### Supply network, run 1

The bar under the picture is 20 µm long. Pins as bars on the die edge.
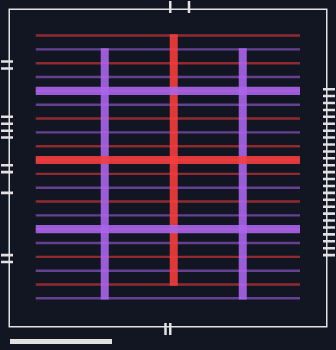
### Placement by cell class, run 1

Fill, decap, tap and diode cells in grey.
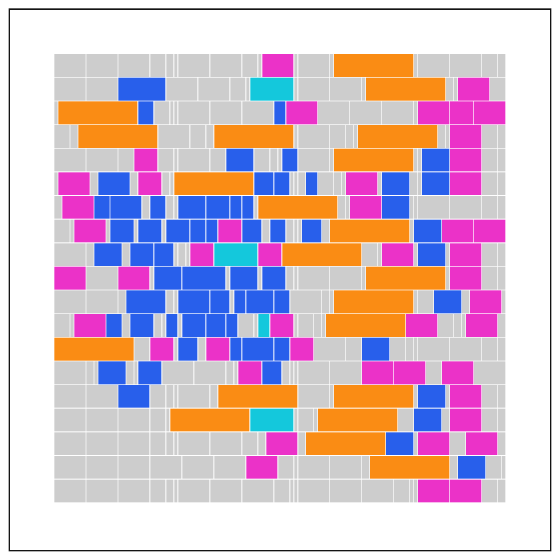
### Routed clock nets over the placement, run 1

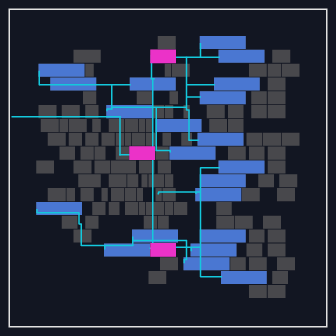
[src/rtl/song_reader.sv]
// song_reader: walks a song's 32-entry note list in the song ROM, strobes each
// note/duration to the note player and waits for note_done between notes.
// After the last entry it pulses song_done for exactly one cycle.
// Optional build macro SONG_READER_END_MARKER_EN: a ROM entry whose duration
// is zero terminates the song early instead of being played.
module song_reader #(
  parameter int NOTES_PER_SONG_LOG2 = 5,
  parameter int NOTE_W              = 6,
  parameter int DUR_W               = 6
) (
  input  logic                             clk,
  input  logic                             reset_n,
  input  logic                             play,
  input  logic                             reset_player,
  input  logic [1:0]                       song,
  input  logic                             note_done,
  output logic [NOTES_PER_SONG_LOG2+1:0]   rom_addr,
  input  logic [NOTE_W+DUR_W-1:0]          rom_data,
  output logic [NOTE_W-1:0]                note,
  output logic [DUR_W-1:0]                 duration,
  output logic                             new_note,
  output logic                             song_done
);

  typedef enum logic [2:0] {
    S_IDLE,
    S_FETCH,
    S_WAIT,
    S_EMIT,
    S_PLAY,
    S_DONE
  } state_t;

  localparam logic [NOTES_PER_SONG_LOG2-1:0] LAST_IDX = '1;

  state_t                         state;
  logic [NOTES_PER_SONG_LOG2-1:0] idx;
  logic [NOTE_W-1:0]              rom_note;
  logic [DUR_W-1:0]               rom_dur;

  assign rom_note = rom_data[NOTE_W+DUR_W-1:DUR_W];
  assign rom_dur  = rom_data[DUR_W-1:0];

  // Song is not latched: the address always tracks the controller's selection.
  assign rom_addr = {song, idx};

  // Strobe only while actually running; a pause in EMIT holds it off.
  assign new_note = (state == S_EMIT) && play;

  // Sequencer: fetch, wait for registered ROM, emit, then wait for note_done.
  always_ff @(posedge clk or negedge reset_n) begin
    if (!reset_n) begin
      state     <= S_IDLE;
      idx       <= '0;
      note      <= '0;
      duration  <= '0;
      song_done <= 1'b0;
    end else if (reset_player) begin
      state     <= S_IDLE;
      idx       <= '0;
      note      <= '0;
      duration  <= '0;
      song_done <= 1'b0;
    end else begin
      song_done <= 1'b0;
      case (state)
        S_IDLE: begin
          if (play) state <= S_FETCH;
        end
        S_FETCH: begin
          if (play) state <= S_WAIT;
        end
        S_WAIT: begin
          if (play) begin
`ifdef SONG_READER_END_MARKER_EN
            if (rom_dur == '0) begin
              state     <= S_DONE;
              song_done <= 1'b1;
            end else begin
              state    <= S_EMIT;
              note     <= rom_note;
              duration <= rom_dur;
            end
`else
            state    <= S_EMIT;
            note     <= rom_note;
            duration <= rom_dur;
`endif
          end
        end
        S_EMIT: begin
          if (play) state <= S_PLAY;
        end
        S_PLAY: begin
          if (play && note_done) begin
            if (idx == LAST_IDX) begin
              state     <= S_DONE;
              song_done <= 1'b1;
            end else begin
              idx   <= idx + 1'b1;
              state <= S_FETCH;
            end
          end
        end
        S_DONE: begin
          // DONE always completes regardless of play, keeping song_done one cycle.
          state <= S_IDLE;
          idx   <= '0;
        end
        default: begin
          state <= S_IDLE;
        end
      endcase
    end
  end

endmodule

[config.mk]
export PLATFORM = sky130hd
export DESIGN_NAME = song_reader
export DESIGN_NICKNAME = d
export VERILOG_FILES = /design/src/rtl/song_reader.sv
export SDC_FILE = /design/constraint.sdc
export NUM_CORES = 1
export LEC_CHECK = 0
export CORE_MARGIN = 5
export CORE_UTILIZATION = 38
export CTS_BUF_LIST = sky130_fd_sc_hd__clkbuf_8 sky130_fd_sc_hd__clkbuf_16
export DETAILED_ROUTE_END_ITERATION = 6
export GPL_ROUTABILITY_DRIVEN = 0
export PLACE_DENSITY = 0.78
export SYNTH_ARGS = -nofsm -noshare
export SYNTH_HDL_FRONTEND = slang
export SYNTH_SLANG_ARGS = --single-unit
[constraint.sdc]
create_clock -name clk -period 2 [get_ports clk]
set_clock_uncertainty 0.1 [all_clocks]
set_input_delay 0.3 -clock clk [delete_from_list [all_inputs] [get_ports clk]]
set_output_delay 0.3 -clock clk [all_outputs]
set_load 0.005 [all_outputs]
==> job_summary.md, run 1 <==
## Synthesis and layout report

| Metric | Value |
|---|---|
| # hold bufs at CTS | `0` |
| Antenna Violating Nets Remaining | `0` |
| Number of setup violations in the final report | `0` |
| Placed cell count | `160` |
| Worst relative slew slack | `0.3382` |
| Buffer count excluding the clock tree in the final layout | `46` |
| Io pins | `40` |
| Number of standard cells reported by yosys | `93` |
| Status | `completed` |
| Most frequent cells after synthesis | `dfrtp_1, a22o_1, nand3b_1` |
| Number of buffers added on ports | `35` |
| Worst slack after detailed placement | `-0.1176 ns` |
| Met1 WL | `1.223 mm` |
| Vias per inst | `5.176` |
| Commonest Layout Cell | `clkdlybuf4s50_1` |
| Average footprint of a synthesized cell | `11.11 µm²` |
| Fraction of met3 tracks used by global routing | `0.04144` |
| RSZ-0062 raised after global routing | `no` |
| H-tree levels | `1` |
| Post-layout power | `0.8422 mW` |
| Layout overhead on the synthesized area | `45.28%` |
| Height of the die | `between 60 and 70 µm` |
| Later-pin clock latency in the skew report | `0.26 ns` |
| Clock share of power | `0.319` |
| Largest type area fraction | `0.5085` |
| Initial antenna violation count | `0` |
| Clk buf depth | `2` |
| Full die area | `roughly 3900 µm²` |
| Iteration count of the initial detailed-routing pass | `4` |
| Delay of the slowest critical-path stage | `0.51 ns` |
| Routed wire length per instance | `approximately 15 µm` |
| Final count of hold timing violations | `0` |
| Tap Count | `31` |
| Share of final-layout standard cells stronger than drive strength 1 | `0.1343` |
| Startpoint type of the worst setup path | `register` |
| Met1 Usage GRT | `0.1832` |
| Top cells by area | `dfrtp_1, a22o_1, nand3b_1` |
| Reg power frac | `0.532` |
| Power attributed to sequential cells | `0.448 mW` |
| Routed length on met3 | `175 µm` |
| Post-cts resize count | `0` |
| Critical path's top delay family | `simple AND/OR/NAND/NOR gates` |
| Worst Max-Slew Pin Slew | `approximately 0.99 ns` |
| Multi-input combinational gate total | `between 50 and 60` |
| Power of the clock network | `0.268 mW` |
| Data-path buffer share of cell area in the final layout | `0.2883` |
| Max rail drop VDD | `0.0003677 V` |
| Dominant kind of combinational cell | `simple AND/OR/NAND/NOR gates` |
| Fin area | `between 1500 and 2000 µm²` |
| CTS clock-pin slew for the worst setup and hold paths | `roughly 0.07 ns` |
| Top power group | `registers` |
| Cell with the largest stage delay on the worst path | `or4_1` |
| Number of unique standard cell types used by synthesis | `35` |
| Biggest regs | `duration (6), note (6), idx (5)` |
| Violation count after the first detailed-routing iteration | `30` |
| Count of library flops with an enable pin | `0` |
| ClkCell Share | `0.03000` |
| Placed inst area | `1445 µm²` |
| Core Footprint | `about 2700 µm²` |
| Syn Nets | `114` |
| Power in combinational cells | `0.125 mW` |
Notes on 'Supply network' above:
- VSS: purple
- VDD: red
- met1 rails: 20
- met4 straps: 3
- signal pins: 40
- met5 straps: 3

Notes on 'Placement by cell class' above:
- other buffers and delay cells: magenta (cells 46)
- combinational and other logic: blue (cells 63)
- flops: orange (cells 21)
- clock drivers and dummy loads: cyan (cells 4)

Notes on 'Routed clock nets over the placement' above:
- flip-flops: blue (count 21)
- clock wires: cyan (length 253 µm)
- clock drivers: magenta (count 3)
- routed clock nets: 4

-- run 1: logic make-up after synthesis --
| group | after synthesis |
|---|---|
| adder cells (fa/ha/maj) | 2 |
| buffers and inverters | 13 |
| AND-OR/OR-AND | 20 |
| XOR/XNOR | 2 |
| AND/OR/NAND/NOR | 32 |
| flip-flops | 21 |
| multiplexers | 3 |
-- run 1: worst paths after layout --
check                             start      end  slack, ns  depth (start not counted)
worst max register to register   idx[0]   idx[3]       0.06                          6
max in group asynchronous       reset_n  note[3]       1.30                          2
worst min-delay path            reset_n  note[1]       0.29                          2
min in group clk                note[0]  note[0]       0.41                          1
worst max-delay path             idx[0]   idx[3]       0.06                          6
worst min register to register  note[0]  note[0]       0.41                          1
### Routed metal, one colour a layer, run 1

The bar under the picture is 20 µm long. Two of the layers only.
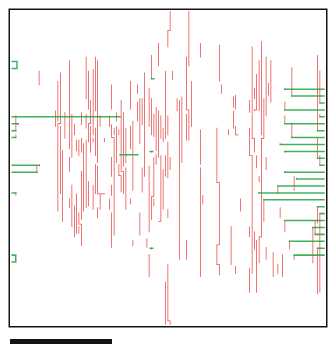

==> run 1 -> run 2 <==
--- a/config.mk
+++ b/config.mk
@@ -6,11 +6,13 @@
 export NUM_CORES = 1
 export LEC_CHECK = 0
 export CORE_MARGIN = 5
-export CORE_UTILIZATION = 38
+export CORE_UTILIZATION = 46
 export CTS_BUF_LIST = sky130_fd_sc_hd__clkbuf_8 sky130_fd_sc_hd__clkbuf_16
 export DETAILED_ROUTE_END_ITERATION = 6
 export GPL_ROUTABILITY_DRIVEN = 0
-export PLACE_DENSITY = 0.78
+export MAX_ROUTING_LAYER = met4
+export PLACE_DENSITY = 0.88
+export SETUP_SLACK_MARGIN = 0.1
 export SYNTH_ARGS = -nofsm -noshare
 export SYNTH_HDL_FRONTEND = slang
 export SYNTH_SLANG_ARGS = --single-unit
==> constraint.sdc (replaced) <==
create_clock -name clk -period 2.3 [get_ports clk]
set_clock_uncertainty 0.1 [all_clocks]
set_input_delay 0.345 -clock clk [delete_from_list [all_inputs] [get_ports clk]]
set_output_delay 0.345 -clock clk [all_outputs]
set_load 0.005 [all_outputs]
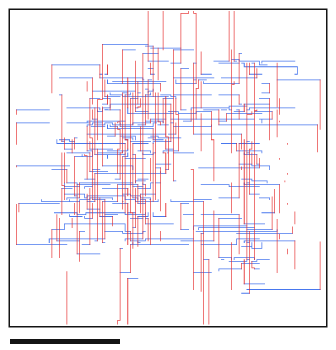
*Routed metal, one colour a layer, run 2*
The bar under the picture is 20 µm long. Two of the layers only.
- metal 1: blue (wire length 1040 µm)
- metal 2: red (wire length 1150 µm)

==> run 2 against run 1 <==
Effect of this change:
- worst setup slack better by 0.11 ns
- core utilization grew 11 points
- critical path depth down 2
- critical endpoint is now new_note
- largest cell class unchanged
- largest power group unchanged
- highest routed layer is now met3
==> job_summary.md, run 2 <==
## Synthesis and layout report

| Metric | Value |
|---|---|
| Fin area | `1450 µm² (-3.4%)` |
| Clk buf depth | `2 (unchanged)` |
| CTS clock-pin slew for the worst setup and hold paths | `0.07 ns (about the same)` |
| Multi-input combinational gate total | `59 (unchanged)` |
| Number of buffers added on ports | `35 (unchanged)` |
| Tap Count | `28 (-9.7%)` |
| Critical Path, Cell by Cell | `clkdlybuf4s50_1, nand3_1, inv_1, clkdlybuf4s50_1` |
| Capturing element type of the critical path | `output port` |
| Pre-Place Util | `0.4764` |
| Cell repeated most along the worst path | `clkdlybuf4s50_1` |
| Path depth of the worst reg2reg path | `6 (unchanged)` |
| Number of unique standard cell types used by synthesis | `35 (unchanged)` |
| H-tree levels | `1 (unchanged)` |
| Top cell class by occupied area | `sequential cells` |
| Most numerous cell in the Yosys netlist | `dfrtp_1` |
| Remaining routing DRC violations | `0` |
| Share of the final layout cell area in multi-input gates | `0.3037` |
| Number of warnings issued by yosys | `0` |
| DRT Wirelength | `2.360 mm` |
| Final count of hold timing violations | `0 (unchanged)` |
| Critical path startpoint | `play` |
| Critical setup path kind | `primary input to output port` |
| Power attributed to sequential cells | `0.393 mW (-12%)` |
| WP data arrival | `between 1.5 and 2 ns` |
| Area of the multi-input gates | `440.4 µm²` |
| Delay of the slowest critical-path stage | `0.63 ns (+0.12 ns)` |
| Top power group | `registers` |
| Dominant logic cell types in the final layout | `clkdlybuf4s50_1, dfrtp_1, a22o_1` |
| Startpoint of the most critical register-to-register path | `idx[0]` |
| Most frequent cells after synthesis | `dfrtp_1, a22o_1, nand3b_1` |
| Number of buffers and inverters on the critical path | `3` |
| Primary FF master, synth | `dfrtp_1` |
| Reg power frac | `0.550 (+0.018)` |
| Iteration count of the initial detailed-routing pass | `4 (unchanged)` |
| Placed inst area | `1389 µm² (-3.9%)` |
| Largest type area fraction | `0.5085 (unchanged)` |
| Io pins | `40 (unchanged)` |
| Clock tree from TritonCTS | `yes` |
| Buffer count excluding the clock tree in the final layout | `40 (-13%)` |
| Routed wire length per instance | `15.13 µm (-2.3%)` |
| Status | `completed` |
| Share of the core filled with cells | `0.6684` |
| FP Rows | `17` |
| Average footprint of a synthesized cell | `11.11 µm² (unchanged)` |
| Data-path buffer share of cell area in the final layout | `0.2675 (-0.02086)` |
| Final HPWL DP | `1.827 mm` |
| Power in combinational cells | `0.0996 mW (-20%)` |
| Full die area | `3295 µm² (-15%)` |
| Share of synthesized area occupied by flip-flops and latches | `0.5085` |
| Power of the clock network | `0.222 mW (-17%)` |
| Height of the die | `57.40 µm (-7.6%)` |
| Max rail drop VDD | `0.0002874 V (-22%)` |
| Count of library flops with an enable pin | `0 (unchanged)` |
| ClkCell Share | `0.03106 (+0.001061)` |
| Worst slack after detailed placement | `0.1109 ns (+0.2285 ns)` |
| Cell with the largest stage delay on the worst path | `clkdlybuf4s50_1` |
| Global-route usage over all layers | `0.1502` |
| Net load switching power | `0.1585 mW` |
| Total clock sinks | `21` |
| Commonest Layout Cell | `clkdlybuf4s50_1` |
| Internal power | `0.5562 mW` |
| Layout overhead on the synthesized area | `40.31%` |
| Via total after detailed routing | `roughly 830` |
| # hold bufs at CTS | `0 (unchanged)` |
| Critical path's top delay family | `buffers and inverters` |
| CTS buffer count | `3` |
| Top cells by area | `dfrtp_1, a22o_1, nand3b_1` |
| Setup TNS | `0 ns` |
| Number of max-cap violations | `0` |
| Syn Nets | `114 (unchanged)` |
| Area taken by flip-flops and latches | `526.8 µm²` |
| Biggest regs | `duration (6), note (6), idx (5)` |
| Worst Max-Slew Pin Slew | `0.9708 ns (-0.01722 ns)` |
| Antenna Diode Count | `0` |
| Placed cell count | `150 (-6.3%)` |
| Antenna Violating Nets Remaining | `0 (unchanged)` |
| Library cell occupying the most area in the post-synthesis netlist | `dfrtp_1` |
| Max-slew violations | `0` |
| Core Footprint | `2170 µm² (-19%)` |
| Number of setup violations in the final report | `0 (unchanged)` |
| Register-to-Register Setup Slack | `0.18 ns (+0.12 ns)` |
| Flops out of synthesis | `21` |
| Startpoint type of the worst setup path | `primary input` |
| Number of clock buffers in the layout | `3` |
| Switching share of power | `0.2218` |
| Post-Route Hold Slack | `0.3326 ns` |
| RSZ-0062 raised after global routing | `no` |
| Post-route non-filler standard cell count | `156` |
| Violation count after the first detailed-routing iteration | `13 (-57%)` |
| Share of final-layout standard cells stronger than drive strength 1 | `0.08594 (-0.04839)` |
| Number of standard cells reported by yosys | `93 (unchanged)` |
| Worst relative slew slack | `0.3498 (+0.01154)` |
| Part of the cycle the worst path needs | `0.9249` |
| Critical path endpoint | `new_note` |
| Post-layout power | `0.7146 mW (-15%)` |
| Count of cell instances traversed by the critical path | `4 (-2)` |
| Fillers | `around 180` |
| Later-pin clock latency in the skew report | `0.25 ns (about the same)` |
| Vias per inst | `5.346 (+3.3%)` |
| Crit Reg-Reg Endpoint | `idx[3]` |
| Post-synthesis chip area from yosys | `1033 µm²` |
| Initial antenna violation count | `0 (unchanged)` |
| Pin count of the biggest net entering global routing | `22` |
| Clock share of power | `0.310 (-0.009)` |
| Library cell used as clock root buffer | `clkbuf_8` |
[run 2: cells by family (layout without fill, tap and decap cells)]
family	count (synthesis)	count (layout)	share of synthesized area
AND/OR/NAND/NOR	32	32	0.2022
flip-flops	21	21	0.5085
AND-OR/OR-AND	20	20	0.1538
buffers and inverters	13	48	0.06536
multiplexers	3	3	0.02906
adder cells (fa/ha/maj)	2	2	0.02421
XOR/XNOR	2	2	0.01695
[run 2: per-layer routing]
layer / wire, µm / part of all wire / global-route usage
met5: 0 / 0 / -
met4: 0 / 0 / 0.02980
met3: 170 / 0.072 / 0.02941
met2: 1153 / 0.49 / 0.2500
met1: 1036 / 0.44 / 0.1898
[run 2: repair_timing]
action	CTS	global route
endpoints found under the hold margin	0	0
setup buffers	0	2
setup endpoints to repair	0	1
resized	0	1
Power is estimated from default activity; no workload was simulated.
